**PDN straps and rails**

(6 px per µm) Pins as bars on the die edge.
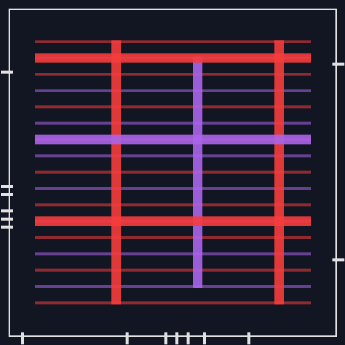
**Register map, names as in the netlist**

(6 px per µm)
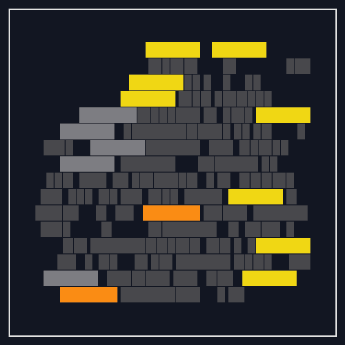
**M2 wires**

(6 px per µm)
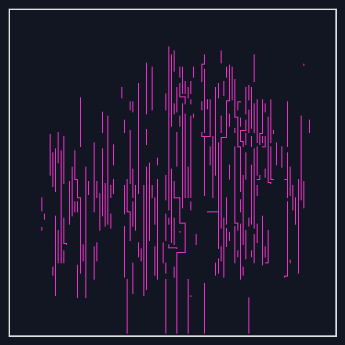
**Cell density map**

(6 px per µm) 11 x 11 tiles, from black (low) to pale yellow (high), 0 to 100% covered.
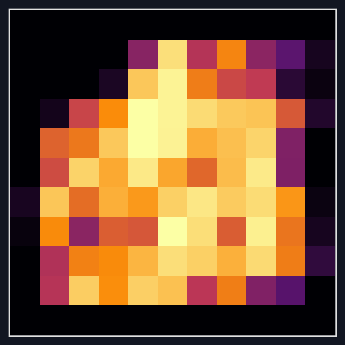
[src/rtl/coffee_brew_arbiter.sv]
// coffee_brew_arbiter
//   Shares one brewing unit (cup dropper + brewer) between N_REQ vending
//   front-ends. Each req pulse becomes a sticky pending flag; pending ids are
//   served round-robin: drop cup for CUP_CYC cycles, brew for BREW_CYC cycles,
//   then pulse done[grant_id] for one cycle.
//
//   Optional feature macro: COFFEE_ARB_FAULT_EN
//     defined   -> cup_ok is sampled at the end of CUP; a missing cup goes to
//                  FAULT (one-cycle fault pulse, request dropped, no done).
//     undefined -> cup_ok ignored, fault tied to 0.
//
// Ports
//   clk       in   1      system clock, rising edge
//   rst_n     in   1      asynchronous reset, active low
//   req       in   N_REQ  per-requester coffee pulse
//   cup_ok    in   1      cup-present sensor
//   cup_drop  out  1      cup dropper drive (state CUP)
//   brew_on   out  1      brewer drive (state BREW)
//   done      out  N_REQ  one-cycle pulse on bit grant_id when a cup is finished
//   fault     out  1      one-cycle pulse on missing cup
//   busy      out  1      high in every state except IDLE
//   grant_id  out  2      index being served; holds last value while IDLE
//   pending   out  N_REQ  registered pending-request flags
module coffee_brew_arbiter #(
    parameter int N_REQ    = 2,
    parameter int CUP_CYC  = 2,
    parameter int BREW_CYC = 8
) (
    input  logic             clk,
    input  logic             rst_n,
    input  logic [N_REQ-1:0] req,
    input  logic             cup_ok,
    output logic             cup_drop,
    output logic             brew_on,
    output logic [N_REQ-1:0] done,
    output logic             fault,
    output logic             busy,
    output logic [1:0]       grant_id,
    output logic [N_REQ-1:0] pending
);

    typedef enum logic [2:0] {
        IDLE,
        CUP,
        BREW,
`ifdef COFFEE_ARB_FAULT_EN
        DONE,
        FAULT
`else
        DONE
`endif
    } state_t;

    state_t            state, state_nxt;
    logic [7:0]        cnt, cnt_nxt;
    logic [1:0]        ptr, ptr_nxt;
    logic [1:0]        gid_nxt;
    logic [1:0]        pick, pick_hi, pick_lo;
    logic              hit_hi, hit_lo;
    logic [N_REQ-1:0]  gmask;
    logic [N_REQ-1:0]  clr;
    logic              serve_end;
    // Re-request from the id currently being served; keeps its pending flag
    // alive through the clear in DONE/FAULT so it gets a second service.
    logic              rereq;

    // Round-robin pick: first pending id above ptr, else first at/below ptr.
    always_comb begin
        hit_hi  = 1'b0;
        hit_lo  = 1'b0;
        pick_hi = '0;
        pick_lo = '0;
        for (int unsigned i = 0; i < N_REQ; i++) begin
            if (pending[i]) begin
                if (i > 32'(ptr) && !hit_hi) begin
                    hit_hi  = 1'b1;
                    pick_hi = 2'(i);
                end
                if (i <= 32'(ptr) && !hit_lo) begin
                    hit_lo  = 1'b1;
                    pick_lo = 2'(i);
                end
            end
        end
        pick = hit_hi ? pick_hi : pick_lo;
    end

    always_comb begin
        gmask = '0;
        for (int unsigned i = 0; i < N_REQ; i++) begin
            gmask[i] = (32'(grant_id) == i);
        end
    end

`ifdef COFFEE_ARB_FAULT_EN
    assign serve_end = (state == DONE) || (state == FAULT);
    assign fault     = (state == FAULT);
`else
    logic unused_cup_ok;
    assign unused_cup_ok = cup_ok;
    assign serve_end     = (state == DONE);
    assign fault         = 1'b0;
`endif

    assign clr      = (serve_end && !rereq) ? gmask : '0;
    assign cup_drop = (state == CUP);
    assign brew_on  = (state == BREW);
    assign busy     = (state != IDLE);
    assign done     = (state == DONE) ? gmask : '0;

    always_comb begin
        state_nxt = state;
        cnt_nxt   = cnt;
        ptr_nxt   = ptr;
        gid_nxt   = grant_id;
        case (state)
            IDLE: begin
                if (|pending) begin
                    state_nxt = CUP;
                    cnt_nxt   = 8'(CUP_CYC - 1);
                    gid_nxt   = pick;
                    ptr_nxt   = pick;
                end
            end
            CUP: begin
                if (cnt == 8'd0) begin
`ifdef COFFEE_ARB_FAULT_EN
                    if (cup_ok) begin
                        state_nxt = BREW;
                        cnt_nxt   = 8'(BREW_CYC - 1);
                    end else begin
                        state_nxt = FAULT;
                        cnt_nxt   = '0;
                    end
`else
                    state_nxt = BREW;
                    cnt_nxt   = 8'(BREW_CYC - 1);
`endif
                end else begin
                    cnt_nxt = cnt - 8'd1;
                end
            end
            BREW: begin
                if (cnt == 8'd0) begin
                    state_nxt = DONE;
                end else begin
                    cnt_nxt = cnt - 8'd1;
                end
            end
            default: begin
                state_nxt = IDLE;
                cnt_nxt   = '0;
            end
        endcase
    end

    always_ff @(posedge clk or negedge rst_n) begin
        if (!rst_n) begin
            state    <= IDLE;
            cnt      <= '0;
            ptr      <= 2'(N_REQ - 1);
            grant_id <= '0;
            pending  <= '0;
            rereq    <= 1'b0;
        end else begin
            state    <= state_nxt;
            cnt      <= cnt_nxt;
            ptr      <= ptr_nxt;
            grant_id <= gid_nxt;
            pending  <= req | (pending & ~clr);
            if (state == CUP || state == BREW) begin
                rereq <= rereq | (|(req & gmask));
            end else if (state == IDLE) begin
                rereq <= 1'b0;
            end
        end
    end

endmodule

[config.mk]
export PLATFORM = sky130hd
export DESIGN_NAME = coffee_brew_arbiter
export DESIGN_NICKNAME = d
export VERILOG_FILES = /design/src/rtl/coffee_brew_arbiter.sv
export SDC_FILE = /design/constraint.sdc
export NUM_CORES = 1
export LEC_CHECK = 0
export ABC_AREA = 1
export CAP_MARGIN = 20
export CORE_MARGIN = 4
export CORE_UTILIZATION = 47
export CTS_BUF_LIST = sky130_fd_sc_hd__clkbuf_16
export CTS_CLUSTER_SIZE = 16
export DETAILED_ROUTE_END_ITERATION = 10
export GPL_TIMING_DRIVEN = 0
export PLACE_DENSITY = 0.76
export SKIP_CTS_REPAIR_TIMING = 1
export SYNTH_ARGS = -nofsm -noshare
export SYNTH_HDL_FRONTEND = slang
export SYNTH_SLANG_ARGS = --single-unit
export TNS_END_PERCENT = 20
[constraint.sdc]
create_clock -name clk -period 1.3 [get_ports clk]
set_input_delay 0.195 -clock clk [delete_from_list [all_inputs] [get_ports clk]]
set_output_delay 0.195 -clock clk [all_outputs]
set_load 0.02 [all_outputs]
==> results.json <==
{
  "rows": 16,
  "critPathMaxStageDelay_ns": 0.64,
  "setup_slack_ns": -0.182,
  "cts.sinks": 15,
  "finalSetupViolCount": 15,
  "slew_viol_final": 0,
  "avgSynthCellArea_um2": 7.67,
  "grt_pass1_vias": 829,
  "skew_ns": 0.00103,
  "clockBufferDepth": 2,
  "crit_family": "buffers and inverters",
  "yosys-stat-cells": 131,
  "top_cells_by_area": "dfrtp_1 (35%), nand2_1 (8.2%), inv_1 (6.7%), ha_1 (6.2%), nor2_1 (4.5%)",
  "diodes": 0,
  "violations": "negative setup slack",
  "power_density_mw_per_mm2": 808,
  "status": "finished with violations",
  "cap_violations": 0,
  "min_period_ns": 1.48,
  "warnings": 32,
  "hold_class": "input port to asynchronous set/reset pin",
  "drt_iter0_drc": 7,
  "regToRegSetupSlack_ns": -0.14
}
Back to the opening pictures, 'PDN straps and rails':
[purple] VDD
[red] VSS
met5 straps: 3
met4 straps: 3
signal pins: 15
die width: 54.2 µm
Chip Height: 54.2 µm
Core Region: 0.00200 mm²
maximum VDD drop: 0.000647 V

Back to the opening pictures, 'register map, names as in the netlist':
[orange] `state` | flops: 2
[yellow] `cnt` | flops: 8
Util after Layout: 68.2%
Reg area: 379 µm²
Seq/total area: 27.8%
seq pwr: 468 µW

Back to the opening pictures, 'M2 wires':
wire length on this layer: 1,120 µm
share of all routed wire: 52%
nets with wire on the layer: 133
final WL: 2150 µm
met2 Use GR: 29.1%
Vias: 879

Back to the opening pictures, 'cell density map':
emptiest ninth of the die: upper left
tiles over 75% full: 33%
nearly empty tiles: 31%
densest ninth of the die: center
mean over tiles: 45%
initial core utilization: 50.2%

## flip-flops by register name, summed over array words and instances, names as in the netlist
name and flops:
cnt 8, pending 2, state 2, grant_id 1, ptr 1, rereq 1
## cells by family after synthesis
logic type / Yosys count / share of synthesized area (%)
other: 1 / 0.373
DFF: 15 / 37.5
AOI/OAI and AO/OA: 19 / 10.6
adders and majority gates: 5 / 6.23
buffers and inverters: 29 / 11.8
and+or+nand+nor: 62 / 33.5
## placed cells by master (no fill, tap or decap), types with 2 or more instances in the layout
cell,count
clkdlybuf4s50_1,4
dfrtp_1,12
nand3_1,7
a21oi_1,3
nand4_1,2
nand2_2,7
buf_6,5
dfrtp_2,2
inv_2,8
ha_4,5
o21ai_1,7
dlymetal6s2s_1,2
nor2_4,3
conb_1,2
nor2_1,8
nand2_1,21
o21ai_0,4
nor2_2,9
buf_4,4
clkbuf_16,3
inv_1,14
inv_6,2
inv_4,3
## worst paths after layout
path                            cells after the start          to
worst max-delay path                                1  pending[0]
min in group clk                                    2      cnt[1]
max in group asynchronous                           1    state[1]
worst min-delay path                                1      cnt[0]
worst max register to register                     10      cnt[3]
worst min register to register                      2      cnt[1]
## final cells by class
cell class	count	area, µm²
inverter	27	119
timing repair buffer	14	141
multi-input combinational	88	597
sequential	15	379
buffer	2	15.0
fill	151	637
clock buffer	3	75.1
tap	27	33.8
clock inverter	1	5.00
## power breakdown
part / total [mW] / switching [mW] / internal [mW]
Combinational: 0.0312 / 0.0172 / 0.0139
Sequential: 0.468 / 0.0000317 / 0.468
Clock: 0.603 / 0.192 / 0.411
## metal layers
metal,vias up,GRT usage (%)
met5,-,0
met4,0,4.98
met3,6,4.90
met2,18,29.1
met1,409,19.2
li1,446,-
## stage by stage
step                area [µm²]  cells  setup TNS [ns]  util [%]  setup WS (ns)
floorplan                 1060    132          -0.164         -        -0.0286
global placement          1200    170           -2.77      59.9         -0.383
detailed placement        1200    170           -2.95      59.9         -0.410
CTS                       1280    174           -5.06      63.9         -0.707
global route              1370    177           -2.68      68.2         -0.233
finish                    1370    177           -1.58      68.2         -0.182
Power is estimated from default activity; no workload was simulated.
